==> config.mk <==
export PLATFORM = sky130hd
export DESIGN_NAME = mac_accumulator
export DESIGN_NICKNAME = d
export VERILOG_FILES = /design/src/rtl/mac_accumulator.sv
export SDC_FILE = /design/constraint.sdc
export NUM_CORES = 1
export LEC_CHECK = 0
export CORE_MARGIN = 8
export CORE_UTILIZATION = 52
export CTS_CLUSTER_SIZE = 14
export DETAILED_ROUTE_END_ITERATION = 12
export HOLD_SLACK_MARGIN = 0.03
export PLACE_DENSITY = 0.78
export SYNTH_ARGS = -nofsm -noshare
export SYNTH_HDL_FRONTEND = slang
export SYNTH_SLANG_ARGS = --single-unit
==> constraint.sdc <==
create_clock -name clk -period 2.92 [get_ports clk]
set_input_delay 0.438 -clock clk [delete_from_list [all_inputs] [get_ports clk]]
set_output_delay 0.438 -clock clk [all_outputs]
set_load 0.02 [all_outputs]
==> src/rtl/mac_accumulator.sv <==
// Dot-product accumulator: sums DOT_LEN signed Q8.24 products onto a Q4.12 bias,
// then rounds, rescales to Q4.12, saturates and optionally applies ReLU.
module mac_accumulator #(
  parameter int unsigned DOT_LEN = 16,
  parameter int unsigned ACC_W   = 40,
  parameter int unsigned SHIFT   = 12
) (
  input  logic        clk,
  input  logic        rst,
  input  logic        start,
  input  logic [15:0] bias,
  input  logic        relu_en,
  input  logic        prod_valid,
  input  logic [31:0] product,
  output logic [15:0] result,
  output logic        result_valid,
  output logic        sat_flag,
  output logic        busy,
  output logic        err
);

  localparam int unsigned CNT_W = $clog2(DOT_LEN + 1);
  localparam int unsigned RW    = ACC_W - SHIFT;

  typedef enum logic [1:0] {IDLE, ACCUM, ROUND, OUT} state_e;

  state_e             state_q, state_d;
  logic [ACC_W-1:0]   acc_q, acc_d;
  logic [CNT_W-1:0]   cnt_q, cnt_d;
  logic               relu_q, relu_d;
  logic [RW-1:0]      r_q, r_d;
  logic [15:0]        result_q, result_d;
  logic               rv_q, rv_d;
  logic               sat_q, sat_d;
  logic               busy_q, busy_d;
  logic               err_q, err_d;

  logic [ACC_W-1:0]   bias_ext;
  logic [ACC_W-1:0]   prod_ext;
  logic [ACC_W-1:0]   rnd;
  logic [ACC_W:0]     sum_chk;
  logic               fits;
  logic [15:0]        sat_val;

  // Operand alignment; sum_chk carries one guard bit to detect accumulator wrap.
  assign bias_ext = {{(ACC_W-16){bias[15]}}, bias} << SHIFT;
  assign prod_ext = {{(ACC_W-32){product[31]}}, product};
  assign sum_chk  = {acc_q[ACC_W-1], acc_q} + {prod_ext[ACC_W-1], prod_ext};
  assign rnd      = acc_q + (ACC_W'(1) << (SHIFT - 1));

  // r fits in 16 bits when every bit above bit 15 matches the sign.
  assign fits    = (&r_q[RW-1:15]) | ~(|r_q[RW-1:15]);
  assign sat_val = fits ? r_q[15:0] : (r_q[RW-1] ? 16'h8000 : 16'h7FFF);

  always_comb begin
    state_d  = state_q;
    acc_d    = acc_q;
    cnt_d    = cnt_q;
    relu_d   = relu_q;
    r_d      = r_q;
    result_d = result_q;
    rv_d     = 1'b0;
    sat_d    = sat_q;
    err_d    = err_q;
    unique case (state_q)
      IDLE: begin
        if (prod_valid) err_d = 1'b1;
        if (start) begin
          acc_d   = bias_ext;
          cnt_d   = '0;
          relu_d  = relu_en;
          err_d   = 1'b0;
          state_d = ACCUM;
        end
      end
      ACCUM: begin
        if (prod_valid) begin
          acc_d = sum_chk[ACC_W-1:0];
          cnt_d = cnt_q + CNT_W'(1);
          if (cnt_q == CNT_W'(DOT_LEN - 1)) state_d = ROUND;
        end
      end
      ROUND: begin
        if (prod_valid) err_d = 1'b1;
        r_d     = rnd[ACC_W-1:SHIFT];
        state_d = OUT;
      end
      OUT: begin
        if (prod_valid) err_d = 1'b1;
        result_d = (relu_q && sat_val[15]) ? 16'h0000 : sat_val;
        sat_d    = ~fits;
        rv_d     = 1'b1;
        state_d  = IDLE;
      end
      default: state_d = IDLE;
    endcase
    busy_d = (state_d != IDLE);
  end

  always_ff @(posedge clk) begin
    if (rst) begin
      state_q  <= IDLE;
      acc_q    <= '0;
      cnt_q    <= '0;
      relu_q   <= 1'b0;
      r_q      <= '0;
      result_q <= '0;
      rv_q     <= 1'b0;
      sat_q    <= 1'b0;
      busy_q   <= 1'b0;
      err_q    <= 1'b0;
    end else begin
      state_q  <= state_d;
      acc_q    <= acc_d;
      cnt_q    <= cnt_d;
      relu_q   <= relu_d;
      r_q      <= r_d;
      result_q <= result_d;
      rv_q     <= rv_d;
      sat_q    <= sat_d;
      busy_q   <= busy_d;
      err_q    <= err_d;
    end
  end

  // Guards the ACC_W sizing rule: an accepted product must never wrap the sum.
  always_ff @(posedge clk) begin
    if (!rst && state_q == ACCUM && prod_valid) begin
      assert (sum_chk[ACC_W] == sum_chk[ACC_W-1])
        else $error("mac_accumulator: accumulator overflow, ACC_W too small");
    end
  end

  assign result       = result_q;
  assign result_valid = rv_q;
  assign sat_flag     = sat_q;
  assign busy         = busy_q;
  assign err          = err_q;

endmodule
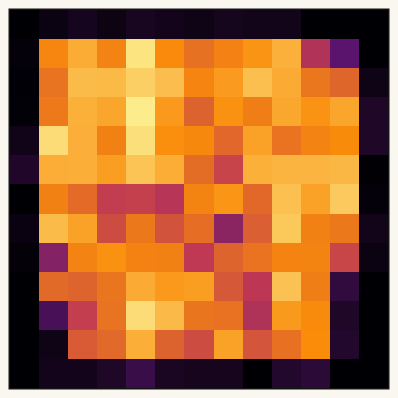
(images/density.png)
Drawn at 3 px/micron. 13 x 13 tiles, from black (low) to pale yellow (high), 0 to 100% covered.
densest ninth of the die: middle
nearly empty tiles: 13%
fullest tile: 96%
tiles over 75% full: 30%
mean over tiles: 51%

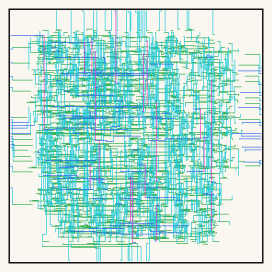
(images/metal_stack.png)
Drawn at 2 px/micron.
legend:
  cyan:
    layer: met2
    wire_length: 9,380 microns
  magenta:
    layer: met4
    wire_length: 483 microns
  blue:
    layer: met3
    wire_length: 1,030 microns
  green:
    layer: met1
    wire_length: 8,250 microns
Wirelength per Cell: 17.2 microns
All-Layer GR Usage: 23.6%
drt total wl: 19,100 microns

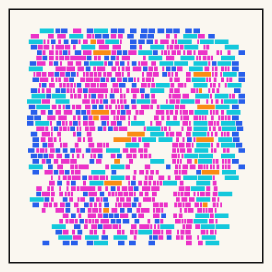
(images/cell_classes.png)
Drawn at 2 px/micron.
legend:
  blue:
    class: other buffers and delay cells
    cells: 190
  cyan:
    class: flip-flops
    cells: 96
  magenta:
    class: all other logic
    cells: 662
  orange:
    class: clock drivers and dummy loads
    cells: 16

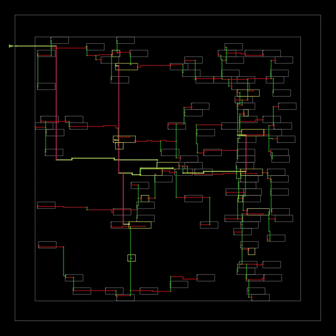
(images/final_clocks.png)
worst-skew pair later-pin latency: 0.34 ns
Num CTS Buffers: 9
clock group power: 1.13 mW

==> results_slide.txt <==
Synthesis and Place & Route Summary

Setup path
  – Reg-to-Reg Start: acc_q[20]
  – WP depth: 11
  – Worst r2r dst: acc_q[39]
  – Slowest CP cell: clkdlybuf4s50_1
  – Crit. Startpoint: product[0]
  – CP Capture Type: flip-flop
  – Crit path buf inv count: 1
  – CP Launch Type: primary input

Finish
  – Combinational Gates: 653
  – Final core occ: 69.2%
  – Inverters: 9
  – Register area: 1920 sq um
  – Gate Area: 4220 sq um
  – Largest class: logic gates

Timing
  – Slew Limit Fails: 0
  – Final hold viol count: 0
  – Final Cycle Share: 97.2%
  – Setup Skew: 0.00642 ns

Place
  – Number of port buffers: 72
  – Placement Setup Slack: -0.436 ns
  – Routability cong.: 0.936
  – Placed cell count: 1,094

Route
  – Met2 WL: 9380 microns
  – Drt pass-1 iters: 5
  – Via count: 6,559
  – DR top layer: met4
  – ANT nets after route: 0

Pwr
  – Power per cell area: 438 nW/um^2
  – Switching power: 1.14 mW
  – Comb pwr: 1.06 mW
  – Clock share of power: 31.3%
  – Net Sw Frac: 31.7%

Clock tree
  – Cell resize tally after clock tree synthesis: 3
  – Clock sinks: 96
  – H-tree depth: 3
  – Post-CTS Setup Inserts: 0

Floorplan
  – I/O pins: 73
  – Die Span X: 126 microns
  – Die height: 126 microns
  – Initial Util: 52.8%

Logic synthesis
  – Syn_nets: 903
  – Yosys cell count: 807
  – Register share after synthesis: 30.5%
  – Post-synth ARST share: 0%
  – FF+latch count, synth: 96
  – Post-Synth Simple-Gate Area: 22.2%
  – Area leader share: 30.5%
  – Syn avg cell area: 7.80 sq um
  – Main logic family: AND-OR/OR-AND gates

GRT
  – Met1 Usage GRT: 28.5%
  – First-pass GRT wire length: 31,000 microns
  – Met3 Use GR: 3.16%
  – GR Util met2: 40.9%

Run status
  – Status: completed
Power figures rest on the tool's default switching activity, not on a simulated workload.
